===== src/rtl/priority_scan_encoder_pkg.sv =====
// Shared types and constants for the priority scan encoder slice.
// Holds the FSM state type, the operating-mode constants and the index-width helper.
package encoder_pkg;

  typedef enum logic {
    IDLE = 1'b0,
    SCAN = 1'b1
  } state_t;

  localparam int MODE_SCAN   = 0;
  localparam int MODE_ONEHOT = 1;

  function automatic int idx_width(input int width);
    return (width < 2) ? 1 : $clog2(width);
  endfunction

endpackage


===== src/rtl/priority_scan_encoder_if.sv =====
// Request-vector and index-beat handshakes of the priority scan encoder.
// The encoder connects through the slave modport and its driver through the master modport.
interface priority_scan_encoder_if #(
  parameter int WIDTH = 16
);
  import encoder_pkg::*;

  localparam int IDX_W = idx_width(WIDTH);

  logic             in_valid;
  logic             in_ready;
  logic [WIDTH-1:0] in_vec;
  logic             out_valid;
  logic             out_ready;
  logic [IDX_W-1:0] out_idx;
  logic             out_last;
  logic             out_err;

  modport slave (
    input  in_valid,
    input  in_vec,
    input  out_ready,
    output in_ready,
    output out_valid,
    output out_idx,
    output out_last,
    output out_err
  );

  modport master (
    output in_valid,
    output in_vec,
    output out_ready,
    input  in_ready,
    input  out_valid,
    input  out_idx,
    input  out_last,
    input  out_err
  );

endinterface


===== src/rtl/priority_scan_encoder_ffs.sv =====
// Combinational find-first-set over a WIDTH-bit vector.
// Reports the priority bit index plus whether any bit, and whether more than one bit, is set.
module ffs_index
  import encoder_pkg::*;
#(
  parameter int WIDTH     = 16,
  parameter int LSB_FIRST = 1,
  localparam int IDX_W    = idx_width(WIDTH)
) (
  input  logic [WIDTH-1:0] i_vec,
  output logic [IDX_W-1:0] o_idx,
  output logic             o_any,
  output logic             o_multi
);

  logic [IDX_W-1:0] w_lowIdx;
  logic [IDX_W-1:0] w_highIdx;

  // The last matching bit of each sweep wins, giving the lowest and highest set bit.
  always_comb begin
    w_lowIdx  = '0;
    w_highIdx = '0;
    for (int i = WIDTH - 1; i >= 0; i--) begin
      if (i_vec[i]) w_lowIdx = IDX_W'(i);
    end
    for (int i = 0; i < WIDTH; i++) begin
      if (i_vec[i]) w_highIdx = IDX_W'(i);
    end
  end

  assign o_idx   = (LSB_FIRST != 0) ? w_lowIdx : w_highIdx;
  assign o_any   = |i_vec;
  assign o_multi = |(i_vec & (i_vec - WIDTH'(1)));

endmodule


===== src/rtl/priority_scan_encoder.sv =====
// Registered priority scan encoder: captures a request vector and emits its set-bit indices
// as valid/ready beats, either one per set bit (scan) or a single strict one-hot beat.
module priority_scan_encoder
  import encoder_pkg::*;
#(
  parameter int WIDTH     = 16,
  parameter int MODE      = MODE_SCAN,
  parameter int LSB_FIRST = 1
) (
  input  logic                    clk,
  input  logic                    reset,
  input  logic                    enable,
  output logic                    busy,
  priority_scan_encoder_if.slave  bus
);

  localparam int   IDX_W  = idx_width(WIDTH);
  localparam logic ONEHOT = (MODE == MODE_ONEHOT);

  state_t           r_state;
  state_t           w_nextState;
  logic [WIDTH-1:0] r_pend;
  logic [WIDTH-1:0] w_clearMask;
  logic [IDX_W-1:0] w_ffsIdx;
  logic             w_any;
  logic             w_multi;
  logic             w_inReady;
  logic             w_accept;
  logic             w_beatDone;
  logic             w_outValid;
  logic [IDX_W-1:0] w_outIdx;
  logic             w_outLast;
  logic             w_outErr;
  logic             w_busy;

  ffs_index #(
    .WIDTH     (WIDTH),
    .LSB_FIRST (LSB_FIRST)
  ) u_ffs (
    .i_vec   (r_pend),
    .o_idx   (w_ffsIdx),
    .o_any   (w_any),
    .o_multi (w_multi)
  );

  assign w_inReady   = (r_state == IDLE) & enable & ~reset;
  assign w_accept    = bus.in_valid & w_inReady;
  assign w_beatDone  = w_outValid & bus.out_ready;
  assign w_clearMask = WIDTH'(1) << w_ffsIdx;

  always_ff @(posedge clk) begin
    if (reset) begin
      r_state <= IDLE;
    end else begin
      r_state <= w_nextState;
    end
  end

  always_comb begin
    w_nextState = r_state;
    case (r_state)
      IDLE: if (w_accept) w_nextState = SCAN;
      SCAN: if (w_beatDone && (ONEHOT || w_outLast)) w_nextState = IDLE;
      default: w_nextState = IDLE;
    endcase
  end

  // Outputs come only from r_state and r_pend, so they stay stable under backpressure.
  always_comb begin
    w_busy     = (r_state == SCAN);
    w_outValid = w_busy;
    w_outIdx   = (w_busy && w_any) ? w_ffsIdx : '0;
    w_outLast  = w_busy & (ONEHOT | ~w_multi);
    w_outErr   = w_busy & (~w_any | (ONEHOT & w_multi));
  end

  always_ff @(posedge clk) begin
    if (reset) begin
      r_pend <= '0;
    end else if (w_accept) begin
      r_pend <= bus.in_vec;
    end else if (w_beatDone) begin
      r_pend <= ONEHOT ? '0 : (r_pend & ~w_clearMask);
    end
  end

  assign bus.in_ready  = w_inReady;
  assign bus.out_valid = w_outValid;
  assign bus.out_idx   = w_outIdx;
  assign bus.out_last  = w_outLast;
  assign bus.out_err   = w_outErr;
  assign busy          = w_busy;

endmodule

===== src/flat_wrapper.sv =====
// flat-port wrapper written by rule: the top's interface ports become plain ports
module priority_scan_encoder_flat import encoder_pkg::*;
#(
  parameter int WIDTH     = 16,
  parameter int MODE      = MODE_SCAN,
  parameter int LSB_FIRST = 1
)
  (clk, reset, enable, busy, bus_in_valid, bus_in_vec, bus_out_ready, bus_in_ready, bus_out_valid, bus_out_idx, bus_out_last, bus_out_err);
  priority_scan_encoder_if #(.WIDTH(WIDTH)) bus_i ();
  input  logic clk;
  input  logic reset;
  input  logic enable;
  output logic busy;
  input wire logic [$bits(bus_i.in_valid)-1:0] bus_in_valid;
  input wire logic [$bits(bus_i.in_vec)-1:0] bus_in_vec;
  input wire logic [$bits(bus_i.out_ready)-1:0] bus_out_ready;
  output wire logic [$bits(bus_i.in_ready)-1:0] bus_in_ready;
  output wire logic [$bits(bus_i.out_valid)-1:0] bus_out_valid;
  output wire logic [$bits(bus_i.out_idx)-1:0] bus_out_idx;
  output wire logic [$bits(bus_i.out_last)-1:0] bus_out_last;
  output wire logic [$bits(bus_i.out_err)-1:0] bus_out_err;
  assign bus_i.in_valid = bus_in_valid;
  assign bus_i.in_vec = bus_in_vec;
  assign bus_i.out_ready = bus_out_ready;
  assign bus_in_ready = bus_i.in_ready;
  assign bus_out_valid = bus_i.out_valid;
  assign bus_out_idx = bus_i.out_idx;
  assign bus_out_last = bus_i.out_last;
  assign bus_out_err = bus_i.out_err;
  priority_scan_encoder #(.WIDTH(WIDTH), .MODE(MODE), .LSB_FIRST(LSB_FIRST)) u_core (.clk(clk), .reset(reset), .enable(enable), .busy(busy), .bus(bus_i));
endmodule

===== config.mk =====
export PLATFORM = sky130hd
export DESIGN_NAME = priority_scan_encoder_flat
export DESIGN_NICKNAME = d
export VERILOG_FILES = /design/src/rtl/priority_scan_encoder_pkg.sv /design/src/rtl/priority_scan_encoder_if.sv /design/src/rtl/priority_scan_encoder_ffs.sv /design/src/rtl/priority_scan_encoder.sv /design/src/flat_wrapper.sv
export SDC_FILE = /design/constraint.sdc
export NUM_CORES = 1
export LEC_CHECK = 0
export ABC_AREA = 1
export CORE_UTILIZATION = 45
export CTS_CLUSTER_DIAMETER = 200
export DETAILED_ROUTE_END_ITERATION = 6
export GPL_ROUTABILITY_DRIVEN = 0
export PLACE_DENSITY = 0.74
export SYNTH_ARGS = -nofsm -noshare
export SYNTH_HDL_FRONTEND = slang
export SYNTH_SLANG_ARGS = --single-unit

===== constraint.sdc =====
create_clock -name clk -period 2.1 [get_ports clk]
set_input_delay 0.315 -clock clk [delete_from_list [all_inputs] [get_ports clk]]
set_output_delay 0.315 -clock clk [all_outputs]
set_load 0.05 [all_outputs]

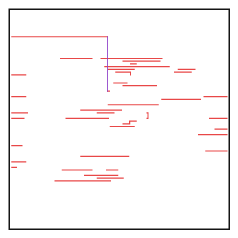
**Above:** run 1 (wiring by layer).
Drawn at 4 px/um. Two of the layers only.
red -> M3  # wire length 260 um
purple -> M4  # wire length 13.6 um
global-route total usage across every layer: 28.7%
wire length reported by the detailed router: 3.75 mm
detail-routed net length per standard cell: 13.9 um
via count of the routed design: 1,491

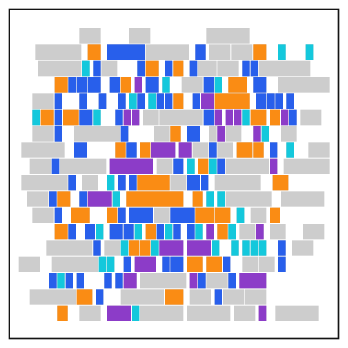
**Above:** run 1 (logic cells by family).
Drawn at 6 px/um.
cyan -> inv cells  # cells 35
orange -> aoi and oai cells  # cells 39
purple -> nor cells  # cells 25
blue -> nand cells  # cells 76

==> out/results.txt, run 1 <==
Status = finished, violations left
Failing checks = negative setup slack
Final worst-path setup slack = -0.0818 ns
Final setup violation count = 1
Cell-by-cell trace of the critical path = nor2_4, nand2_4, nor2_8, nand2_2, o21ai_2, nand3_1, nor2_2, and2_4, buf_12
Mean Syn Cell Area = 6.23 um2
Nature of the critical path endpoint = primary output
Vias in the first global route = 1,355
Initial antenna violation count = 0
Total core area = 0.00254 mm2
Pre-antenna DRT Iters = 4
Number of cells in the yosys synthesis report = 200
Worst flop-to-flop path endpoint = u_core.r_pend[12]$_SDFFE_PP0P_
Inserted Diodes = 0
Compound Share, Synth = 20.1%
Horizontal extent of the die = 54.6 um
Total Nets Final = 262
Number of vias per cell after detailed routing = 5.52
Chip Area, Yosys = 0.00125 mm2
Num CTS Buffers = 3
Crit Path Max Fanout = 6
Max stage delay cell, worst path = sky130_fd_sc_hd__dfxtp_2
Post-layout period usage = 104%
Seq share, synth = 27.3%
Critical path required time = 1.78 ns
Most used standard cells in the synthesized netlist = 55 x sky130_fd_sc_hd__nand2_1, 35 x sky130_fd_sc_hd__inv_1, 17 x sky130_fd_sc_hd__dfxtp_1, 17 x sky130_fd_sc_hd__nor2_1, 10 x sky130_fd_sc_hd__nand3_1
Netlist area before placement = 0.00125 mm2
Number of synthesized register bits = 17
Top cells by area = sky130_fd_sc_hd__dfxtp_1 27%, sky130_fd_sc_hd__nand2_1 17%, sky130_fd_sc_hd__inv_1 11%, sky130_fd_sc_hd__nor2_1 5.1%, sky130_fd_sc_hd__nand3_1 4.0%
Share of layout cells above drive strength 1 = 25.8%
Synth Area in XOR/XNOR = 0%
Sum of overflow across all layers after global routing = 0
Most instantiated library cell after synthesis = sky130_fd_sc_hd__nand2_1
EDFF count, synth = 0
Effective utilization at floorplan = 49.0%
Clock latency at the later pin of the worst-skew pair = 0.30 ns
Number of unique standard cell types used by synthesis = 29
Adder-Cell Fraction of Synth Area = 0%
Worst R2R Path Depth = 8
Cell type contributing the most total cell area after synthesis = sky130_fd_sc_hd__dfxtp_1
Final count of pins violating max slew = 0
FFs w/ async S/R, synth = 0%
Post-detailed-route DRC marker count = 0
Stage delay of the slowest cell on the critical path = 0.38 ns
CTS H-tree lvls = 1
IR drop worst, VDD = 0.524 mV
Clock Skews = 0.00250 ns
Largest net degree at the start of global routing = 13
RSZ-0062 raised after global routing = true
TNS Setup = -0.0818 ns
Number of violations reported at the end of detailed-routing iteration 0 = 61
Number of clock sinks = 17
R2r startpoint = u_core.bus.out_valid$_SDFF_PP0_
Type of origin of the critical path = flop
Slew margin rel. = 66.4%
GR Util met3 = 6.11%
Prevailing logic family in the synthesized netlist = simple AND/OR/NAND/NOR gates
Start-to-end type of the worst setup path = flop to primary output
Die height = 54.6 um
Row Count = 18
CP endpoint = bus_out_last
DP Worst Slack = 0.150 ns
Yosys warnings = 0
Global Route met2 Usage = 49.6%
Global-route wire length before repair = 6.05 mm
Routed length on met2 = 1.90 mm
Chip footprint = 0.00298 mm2
Max-capacitance violation count = 0
Most used routing layer in global routing = met2
Met3 wire length = 259 um
TritonCTS clock tree = yes
Launch point of the worst path = u_core.r_pend[4]$_SDFFE_PP0P_
Clock Pin Slew Worst Setup and Hold Paths = 0.10 ns
Final Hold Violation Tally = 0
Cell area power density = 466 mW/mm2
Number of warnings in the stage logs = 29
Setup slack, reg-to-reg = 0.40 ns
Final worst path period need = 2.18 ns
Port Buf Inserts = 29
Dominant synthesized flop cell = sky130_fd_sc_hd__dfxtp_1
Root buffer cell = sky130_fd_sc_hd__clkbuf_4
Proportion of netlist area held by the largest area contributor = 27.3%
Path length in cells of the critical path = 9
Met1 usage in global routing = 35.9%
Clock tree buffer depth = 2
Layout Area Growth over Synthesis = 47.0%
Syn Inst Count = 200
Number of filler instances in the final layout = 213
ANT nets after route = 0
Mux cell area share after synthesis = 0%
Class of the tightest hold or removal check = flop to flop
Arrival time at the worst endpoint = 1.87 ns
Crit path buffers/inverters = 1
HPWL after detailed placement = 2.70 mm
I/O pins = 30
Met1 routed wirelength after detailed routing = 1.58 mm
Highest routed metal layer = met4
Synth Net Count = 221
Hold bufs inserted after CTS = 0
Static leakage power = 0.836 nW
Worst slew pin tran = 0.503 ns
Fmax = 458 MHz
Post-synthesis simple-gate area fraction = 39.4%
Gate family responsible for the most delay along the worst path = simple AND/OR/NAND/NOR gates
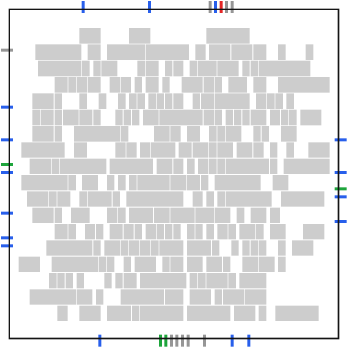
**Above:** run 1 (ports around the boundary).
Drawn at 6 px/um. Pins as bars across the die edge, other pins in gray.
red -> bus_out_ready  # pins 1, direction input, edge top
green -> bus_out_idx  # pins 4, direction output, edge 2 bottom, 1 right, 1 left
blue -> bus_in_vec  # pins 16, direction input, edge 6 left, 4 right, 3 top, 3 bottom

[run 1: state kept, by name, indices dropped and copies added, names as in the netlist]
register              count
u_core.r_pend            16
u_core.bus.out_valid      1
[run 1: what timing repair did]
action / in CTS / in global routing
endpoints found under the setup margin: 3 / 5
endpoints found under the hold margin: 0 / 0
gates resized: 13 / 16
pin swaps: 6 / 6
cloned: 0 / 0
setup buffers: 5 / 3
[run 1: layout by cell type (no fill, tap or decap), types with 2 or more instances in the layout]
master,count
sky130_fd_sc_hd__nand2_1,54
sky130_fd_sc_hd__inv_1,32
sky130_fd_sc_hd__clkdlybuf4s50_1,22
sky130_fd_sc_hd__nor2_1,14
sky130_fd_sc_hd__buf_4,14
sky130_fd_sc_hd__dfxtp_2,11
sky130_fd_sc_hd__nand3_1,10
sky130_fd_sc_hd__o21ai_0,9
sky130_fd_sc_hd__nand4_1,7
sky130_fd_sc_hd__a31oi_1,7
sky130_fd_sc_hd__buf_12,7
sky130_fd_sc_hd__nor2_4,5
sky130_fd_sc_hd__a21oi_1,5
sky130_fd_sc_hd__o31ai_1,4
sky130_fd_sc_hd__o211ai_1,4
sky130_fd_sc_hd__dfxtp_1,4
sky130_fd_sc_hd__inv_2,3
sky130_fd_sc_hd__nor2_2,3
sky130_fd_sc_hd__o21ai_1,3
sky130_fd_sc_hd__clkbuf_4,3
sky130_fd_sc_hd__nand2_4,2
sky130_fd_sc_hd__nand2_2,2
sky130_fd_sc_hd__o21ai_2,2
sky130_fd_sc_hd__o2111ai_1,2
sky130_fd_sc_hd__dfxtp_4,2
[run 1: where the power goes]
| part | internal, mW | switching [mW] | total [mW] | leakage, nW |
|---|---|---|---|---|
| clock | 0.0741 | 0.109 | 0.183 | 0.0150 |
| sequential | 0.334 | 0.0171 | 0.351 | 0.145 |
| combinational | 0.138 | 0.182 | 0.320 | 0.676 |
| total | 0.546 | 0.309 | 0.854 | 0.836 |
[run 1: through the flow]
step	hold WS [ns]	total power, mW	instances	instance area, um2	utilization [%]
floorplan	0.463	0.532	200	1260	-
global placement	0.479	0.634	258	1670	65.7
detailed placement	0.478	0.638	258	1670	65.7
CTS	0.496	0.835	267	1770	69.4
global route	0.531	0.902	270	1830	72.0
finish	0.494	0.854	270	1830	72.0
[run 1: area by class of cell]
cell class,count,area (um2),area share [%]
clock buffer,4,26.3,1.43
inverter,35,131,7.17
multi-input combinational,141,810,44.2
sequential,17,362,19.7
tap,30,37.5,2.05
timing repair buffer,43,465,25.4
[run 1: worst min-delay path by stage]
stage | start | end | cells past startpoint
floorplan | bus_in_vec[0] | u_core.r_pend[0]$_SDFFE_PP0P_ | 2
global placement | u_core.r_pend[8]$_SDFFE_PP0P_ | u_core.r_pend[8]$_SDFFE_PP0P_ | 2
detailed placement | u_core.r_pend[8]$_SDFFE_PP0P_ | u_core.r_pend[8]$_SDFFE_PP0P_ | 2
CTS | u_core.r_pend[8]$_SDFFE_PP0P_ | u_core.r_pend[8]$_SDFFE_PP0P_ | 2
global route | u_core.r_pend[8]$_SDFFE_PP0P_ | u_core.r_pend[8]$_SDFFE_PP0P_ | 2
finish | u_core.r_pend[8]$_SDFFE_PP0P_ | u_core.r_pend[8]$_SDFFE_PP0P_ | 2
==> run 1 -> run 2 <==
CTS_CLUSTER_DIAMETER = 30   (was 200)
PLACE_DENSITY = 0.78   (was 0.74)
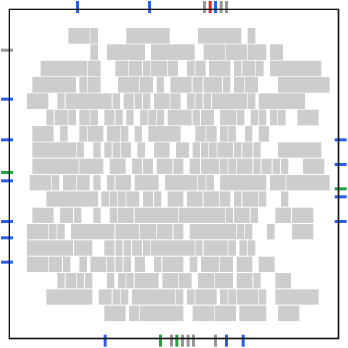
**Above:** run 2 (ports around the boundary).
Drawn at 6 px/um. Pins as bars across the die edge, other pins in gray.
red -> bus_out_ready  # pins 1, direction input, edge top
blue -> bus_in_vec  # pins 16, direction input, edge 6 left, 4 right, 3 top, 3 bottom
green -> bus_out_idx  # pins 4, direction output, edge 2 bottom, 1 right, 1 left
all pins by edge = 10 bottom, 8 left, 7 top, 5 right
horizontal extent of the die: 54.6 um
die height: 54.6 um

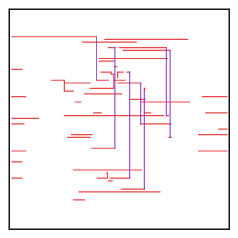
**Above:** run 2 (wiring by layer).
Drawn at 4 px/um. Two of the layers only.
red -> M3  # wire length 331 um
purple -> M4  # wire length 136 um

==> run 2 against run 1 <==
The flow still finishes with violations (negative setup slack). Combinational power about the same. Flip-flop count stayed put. Core utilization is 0.15 points higher. Maximum frequency increased by 0.48%. Wire length rose by 4.8%. Critical path type unchanged. Largest power group unchanged.
==> out/results.txt, run 2 <==
Chip Area, Yosys = 0.00125 mm2
Final setup violation count = 3
Vias in the first global route = 1,370
Largest net degree at the start of global routing = 13
Detail-routed net length per standard cell = 14.5 um
Net Sw Frac = 36.1%
IR drop worst, VDD = 0.425 mV
Cell type contributing the most total cell area after synthesis = sky130_fd_sc_hd__dfxtp_1
Post-synthesis simple-gate area fraction = 39.4%
Crit Path Max Fanout = 6
Clock latency at the later pin of the worst-skew pair = 0.30 ns
Number of violations reported at the end of detailed-routing iteration 0 = 54
Mux cell area share after synthesis = 0%
Clock Pin Slew Worst Setup and Hold Paths = 0.10 ns
Initial antenna violation count = 0
Hold_sp = u_core.r_pend[8]$_SDFFE_PP0P_
Post-detailed-route DRC marker count = 0
ANT nets after route = 0
Number of cells in the yosys synthesis report = 200
Inserted Diodes = 0
Synth Area in XOR/XNOR = 0%
Summed area of non-filler cells in the final layout = 0.00184 mm2
Global-route wire length before repair = 6.09 mm
Yosys warnings = 0
Arrival time at the worst endpoint = 1.86 ns
Port Buf Inserts = 29
Syn Inst Count = 200
Proportion of power drawn by combinational gates = 37.9%
Worst slew pin tran = 0.501 ns
Share of layout cells above drive strength 1 = 26.0%
Row Count = 18
Synth Net Count = 221
Adder-Cell Fraction of Synth Area = 0%
HPWL after detailed placement = 2.62 mm
Root buffer cell = sky130_fd_sc_hd__clkbuf_4
Nature of the critical path endpoint = primary output
Compound Share, Synth = 20.1%
I/O pins = 30
Largest Register = u_core.r_pend
Most common logic cells in the final layout = 53 x sky130_fd_sc_hd__nand2_1, 33 x sky130_fd_sc_hd__inv_1, 22 x sky130_fd_sc_hd__clkdlybuf4s50_1
Power share of the clock group = 21.0%
Placed Instance Area = 0.00167 mm2
Seq share, synth = 27.3%
FFs w/ async S/R, synth = 0%
Final Hold Violation Tally = 0
Clock tree buffer depth = 2
Clock Skews = 0.00489 ns
Launch point of the worst path = u_core.r_pend[1]$_SDFFE_PP0P_
Reported net switching power = 0.307 mW
Proportion of netlist area held by the largest area contributor = 27.3%
Slew margin rel. = 66.5%
Dominant synthesized flop cell = sky130_fd_sc_hd__dfxtp_1
Number of clock sinks = 17
Global-route total usage across every layer = 29.0%
Final standard cell count with taps included and fillers excluded = 272
R2r startpoint = u_core.bus.out_valid$_SDFF_PP0_
Status = finished, violations left
Internal power = 0.545 mW
Flip-flop count of the largest register, all copies and words added = 16
Total design power = 0.852 mW
Most instantiated library cell after synthesis = sky130_fd_sc_hd__nand2_1
Prevailing logic family in the synthesized netlist = simple AND/OR/NAND/NOR gates
Effective utilization at floorplan = 49.0%
Via count of the routed design = 1,524
Number of unique standard cell types used by synthesis = 29
Hold bufs inserted after CTS = 0
Final worst path period need = 2.17 ns
Pre-antenna DRT Iters = 5
Number of synthesized register bits = 17
Post-placement cell count = 258
CTS H-tree lvls = 1
Failing checks = negative setup slack
Mean Syn Cell Area = 6.23 um2
Share of power burned in registers = 41.1%
DP Worst Slack = 0.159 ns
Fmax = 461 MHz
RSZ-0062 raised after global routing = true
Top cells by area = sky130_fd_sc_hd__dfxtp_1 27%, sky130_fd_sc_hd__nand2_1 17%, sky130_fd_sc_hd__inv_1 11%, sky130_fd_sc_hd__nor2_1 5.1%, sky130_fd_sc_hd__nand3_1 4.0%
Total core area = 0.00254 mm2
Most common logic cell in the routed design = sky130_fd_sc_hd__nand2_1
Sum of overflow across all layers after global routing = 0
Post-layout period usage = 103%
Cell area power density = 464 mW/mm2
Chip footprint = 0.00298 mm2
Type of origin of the critical path = flop
Number of warnings in the stage logs = 29
Total Nets Final = 264
EDFF count, synth = 0
Static leakage power = 0.841 nW
Critical path required time = 1.78 ns
Num CTS Buffers = 3
Number of vias per cell after detailed routing = 5.60
TritonCTS clock tree = yes
Most used standard cells in the synthesized netlist = 55 x sky130_fd_sc_hd__nand2_1, 35 x sky130_fd_sc_hd__inv_1, 17 x sky130_fd_sc_hd__dfxtp_1, 17 x sky130_fd_sc_hd__nor2_1, 10 x sky130_fd_sc_hd__nand3_1
Final count of pins violating max slew = 0
Final worst-path setup slack = -0.0715 ns
## run 2: cell counts after synthesis
No cell type changed its count.
## run 2: logic make-up (layout without fill, tap and decap cells)
| kind of cell | count (synthesis) | count (layout) |
|---|---|---|
| buffers and inverters | 42 | 84 |
| and+or+nand+nor | 102 | 102 |
| AOI/OAI and AO/OA | 39 | 39 |
| DFF | 17 | 17 |
## run 2: final timing paths
check,slack (ns),cells after the start,to
max,-0.07,9,bus_out_last
min,0.50,2,u_core.r_pend[8]$_SDFFE_PP0P_
max reg2reg,0.33,8,u_core.r_pend[13]$_SDFFE_PP0P_
min reg2reg,0.50,2,u_core.r_pend[8]$_SDFFE_PP0P_
## run 2: metrics by stage
stage               util, %  setup TNS (ns)
floorplan                 -          -0.212
global placement       65.7               0
detailed placement     65.7               0
CTS                    69.7         -0.0307
global route           72.1          -0.332
finish                 72.1          -0.105
## run 2: power by group through the flow
stage	Sequential [mW]	Combinational, mW	Clock [mW]
5_1_grt	0.352	0.346	0.197
3_3_place_gp	0.355	0.277	0
4_1_cts	0.351	0.301	0.184
2_1_floorplan	0.356	0.175	0
6_report	0.350	0.323	0.179
3_5_place_dp	0.356	0.281	0
## run 2: repair_timing
action | 4_1_cts | 5_1_grt
pin swaps | 7 | 8
buffers inserted | 6 | 4
gates resized | 13 | 14
endpoints found under the setup margin | 3 | 5
## run 2: area by class of cell
type | instances | area, um2
Timing Repair Buffer | 45 | 480
Multi-Input combinational cell | 141 | 797
Clock buffer | 4 | 26.3
Fill cell | 209 | 709
Inverter | 35 | 131
Tap cell | 30 | 37.5
Sequential cell | 17 | 363
## run 2: layer usage
layer  GRT usage (%)  wire length (um)
met5               0                 0
met4            13.7               136
met3            4.44               331
met2            47.8              1870
met1            36.3              1600
## run 2: critical path, cell delays in order (launching register included)
cell	delay, ns
sky130_fd_sc_hd__dfxtp_1	0.36
sky130_fd_sc_hd__nor2_4	0.17
sky130_fd_sc_hd__nand2_4	0.10
sky130_fd_sc_hd__nor2_8	0.15
sky130_fd_sc_hd__nand3_4	0.11
sky130_fd_sc_hd__o21ai_4	0.15
sky130_fd_sc_hd__nand3_1	0.10
sky130_fd_sc_hd__nor2_2	0.12
sky130_fd_sc_hd__and2_4	0.17
sky130_fd_sc_hd__buf_12	0.13
==> run 2 -> run 3 <==
SLEW_MARGIN = 20   (was not set)
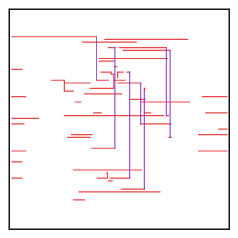
**Above:** run 3 (wiring by layer).
Drawn at 4 px/um. Two of the layers only.
red -> M3  # wire length 331 um
purple -> M4  # wire length 136 um
global-route total usage across every layer: 29.0%
detail-routed net length per standard cell: 14.5 um
wire length reported by the detailed router: 3.93 mm

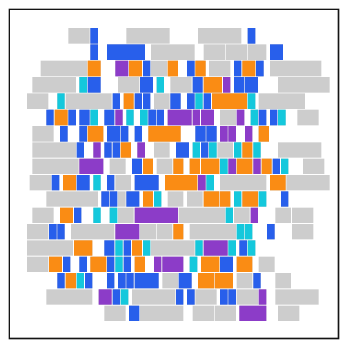
**Above:** run 3 (logic cells by family).
Drawn at 6 px/um.
purple -> nor cells  # cells 25
orange -> aoi and oai cells  # cells 39
cyan -> inv cells  # cells 35
blue -> nand cells  # cells 76

==> run 3 against run 2 <==
Critical endpoint unchanged. Synthesized cell count did not move. The run still ends with negative setup slack left. Worst setup slack is the same. Register-to-register slack hardly changed. Critical path type unchanged. Combinational power barely moved. Non-clock buffer count did not move. Count of clock-buffer cells in the layout unchanged. First-iteration DRC count did not move. Global-route usage stayed put. Clock power is essentially flat.
==> out/results.txt, run 3 <==
Status = finished, violations left
Failing checks = negative setup slack
Row Count = 18
Number of filler instances in the final layout = 209
Number of warnings in the stage logs = 29
Most used standard cells in the synthesized netlist = 55 x sky130_fd_sc_hd__nand2_1, 35 x sky130_fd_sc_hd__inv_1, 17 x sky130_fd_sc_hd__dfxtp_1, 17 x sky130_fd_sc_hd__nor2_1, 10 x sky130_fd_sc_hd__nand3_1
Crit Path Max Fanout = 6
FFs w/ async S/R, synth = 0%
GR Util met3 = 4.44%
Total core area = 0.00254 mm2
RSZ-0062 raised after global routing = true
I/O pins = 30
Sum of overflow across all layers after global routing = 0
Clock latency at the later pin of the worst-skew pair = 0.30 ns
Yosys warnings = 0
Start-to-end type of the worst setup path = flop to primary output
Hold bufs inserted after CTS = 0
Chip footprint = 0.00298 mm2
Number of clock sinks = 17
Share of layout cells above drive strength 1 = 26.0%
Number of violations reported at the end of detailed-routing iteration 0 = 54
Flip-flop count of the largest register, all copies and words added = 16
Top cells by area = sky130_fd_sc_hd__dfxtp_1 27%, sky130_fd_sc_hd__nand2_1 17%, sky130_fd_sc_hd__inv_1 11%, sky130_fd_sc_hd__nor2_1 5.1%, sky130_fd_sc_hd__nand3_1 4.0%
Worst flop-to-flop path endpoint = u_core.r_pend[13]$_SDFFE_PP0P_
R2r startpoint = u_core.bus.out_valid$_SDFF_PP0_
Fmax = 461 MHz
Netlist area before placement = 0.00125 mm2
Pre-antenna DRT Iters = 5
Largest net degree at the start of global routing = 13
Most common logic cells in the final layout = 53 x sky130_fd_sc_hd__nand2_1, 33 x sky130_fd_sc_hd__inv_1, 22 x sky130_fd_sc_hd__clkdlybuf4s50_1
EDFF count, synth = 0
Synth Net Count = 221
IR drop worst, VDD = 0.425 mV
Largest Register = u_core.r_pend
Via count of the routed design = 1,524
Num CTS Buffers = 3
Launch point of the worst path = u_core.r_pend[1]$_SDFFE_PP0P_
Layout Area Growth over Synthesis = 47.3%
Seq share, synth = 27.3%
Chip Area, Yosys = 0.00125 mm2
Initial antenna violation count = 0
Cell type contributing the most total cell area after synthesis = sky130_fd_sc_hd__dfxtp_1
Post-layout period usage = 103%
Clock Skews = 0.00489 ns
Cell area power density = 464 mW/mm2
Total Nets Final = 264
Clock tree buffer depth = 2
Syn Inst Count = 200
Met1 usage in global routing = 36.3%
Final worst-path setup slack = -0.0715 ns
Static leakage power = 0.841 nW
Nature of the critical path endpoint = primary output
Setup slack, reg-to-reg = 0.33 ns
Proportion of netlist area held by the largest area contributor = 27.3%
Horizontal extent of the die = 54.6 um
Number of cells in the yosys synthesis report = 200
Worst R2R Path Depth = 8
Die height = 54.6 um
Class of the tightest hold or removal check = flop to flop
Mean Syn Cell Area = 6.23 um2
Number of vias per cell after detailed routing = 5.60
Total design power = 0.852 mW
Effective utilization at floorplan = 49.0%
Global Route met2 Usage = 47.8%
Root buffer cell = sky130_fd_sc_hd__clkbuf_4
Arrival time at the worst endpoint = 1.86 ns
TNS Setup = -0.105 ns
Most common logic cell in the routed design = sky130_fd_sc_hd__nand2_1
Worst slew pin tran = 0.501 ns
ANT nets after route = 0
TritonCTS clock tree = yes
Type of origin of the critical path = flop
Most used routing layer in global routing = met2
Post-detailed-route DRC marker count = 0
Final setup violation count = 3
CTS H-tree lvls = 1
Critical path required time = 1.78 ns
Final worst path period need = 2.17 ns
Clock Pin Slew Worst Setup and Hold Paths = 0.10 ns
Number of unique standard cell types used by synthesis = 29
Dominant synthesized flop cell = sky130_fd_sc_hd__dfxtp_1
Number of synthesized register bits = 17
Inserted Diodes = 0
==> run 3: cell counts after synthesis <==
Identical to the previous run, type by type.
==> run 3: cells by family (layout without fill, tap and decap cells) <==
logic type             count (synthesis)  count (layout)  share of synthesized area [%]
flip-flops                            17              17                           27.3
AND/OR/NAND/NOR                      102             102                           39.4
buffers and inverters                 42              84                           13.3
AND-OR/OR-AND                         39              39                           20.1
==> run 3: worst min path at each step <==
stage / start / endpoint / cells past startpoint
finish: u_core.r_pend[8]$_SDFFE_PP0P_ / u_core.r_pend[8]$_SDFFE_PP0P_ / 2
global route: u_core.r_pend[0]$_SDFFE_PP0P_ / u_core.r_pend[0]$_SDFFE_PP0P_ / 2
CTS: u_core.r_pend[8]$_SDFFE_PP0P_ / u_core.r_pend[8]$_SDFFE_PP0P_ / 2
detailed placement: u_core.r_pend[8]$_SDFFE_PP0P_ / u_core.r_pend[8]$_SDFFE_PP0P_ / 2
global placement: u_core.r_pend[8]$_SDFFE_PP0P_ / u_core.r_pend[8]$_SDFFE_PP0P_ / 2
floorplan: bus_in_vec[0] / u_core.r_pend[0]$_SDFFE_PP0P_ / 2
==> run 3: through the flow <==
stage	hold WS [ns]	setup slack (ns)	util [%]	instance area, um2	cells
2_1_floorplan	0.463	-0.212	-	1260	200
3_3_place_gp	0.479	0.222	65.7	1670	258
3_5_place_dp	0.486	0.159	65.7	1670	258
4_1_cts	0.502	-0.0307	69.7	1770	268
5_1_grt	0.529	-0.177	72.1	1840	272
6_report	0.500	-0.0715	72.1	1840	272
==> run 3: area by class of cell <==
cell class | count | area [um2] | share of cell area (%)
multi-input combinational | 141 | 797 | 43.4
clock buffer | 4 | 26.3 | 1.43
sequential | 17 | 363 | 19.8
tap | 30 | 37.5 | 2.04
inverter | 35 | 131 | 7.16
timing repair buffer | 45 | 480 | 26.2
==> run 3: report_power, final <==
group | switching, mW | total (mW) | internal, mW
logic | 0.185 | 0.323 | 0.138
registers | 0.0175 | 0.350 | 0.333
clock network | 0.105 | 0.179 | 0.0741
total | 0.307 | 0.852 | 0.545
==> run 3: timing repair <==
item	in CTS	in global routing
setup endpoints to repair	3	5
setup buffers	6	4
pin swaps	7	8
gates resized	13	14
endpoints found under the hold margin	0	0
==> run 3: worst max-delay path, stage by stage, from the launching register on <==
cell	delay [ns]
sky130_fd_sc_hd__dfxtp_1	0.36
sky130_fd_sc_hd__nor2_4	0.17
sky130_fd_sc_hd__nand2_4	0.10
sky130_fd_sc_hd__nor2_8	0.15
sky130_fd_sc_hd__nand3_4	0.11
sky130_fd_sc_hd__o21ai_4	0.15
sky130_fd_sc_hd__nand3_1	0.10
sky130_fd_sc_hd__nor2_2	0.12
sky130_fd_sc_hd__and2_4	0.17
sky130_fd_sc_hd__buf_12	0.13
==> run 3: per-layer routing <==
layer,part of all wire [%],up-vias,wire length [um]
met5,0,-,0
met1,41,692,1600
met4,3.5,0,136
li1,-,739,-
met3,8.4,16,331
met2,48,77,1870
Power is estimated from default activity; no workload was simulated.
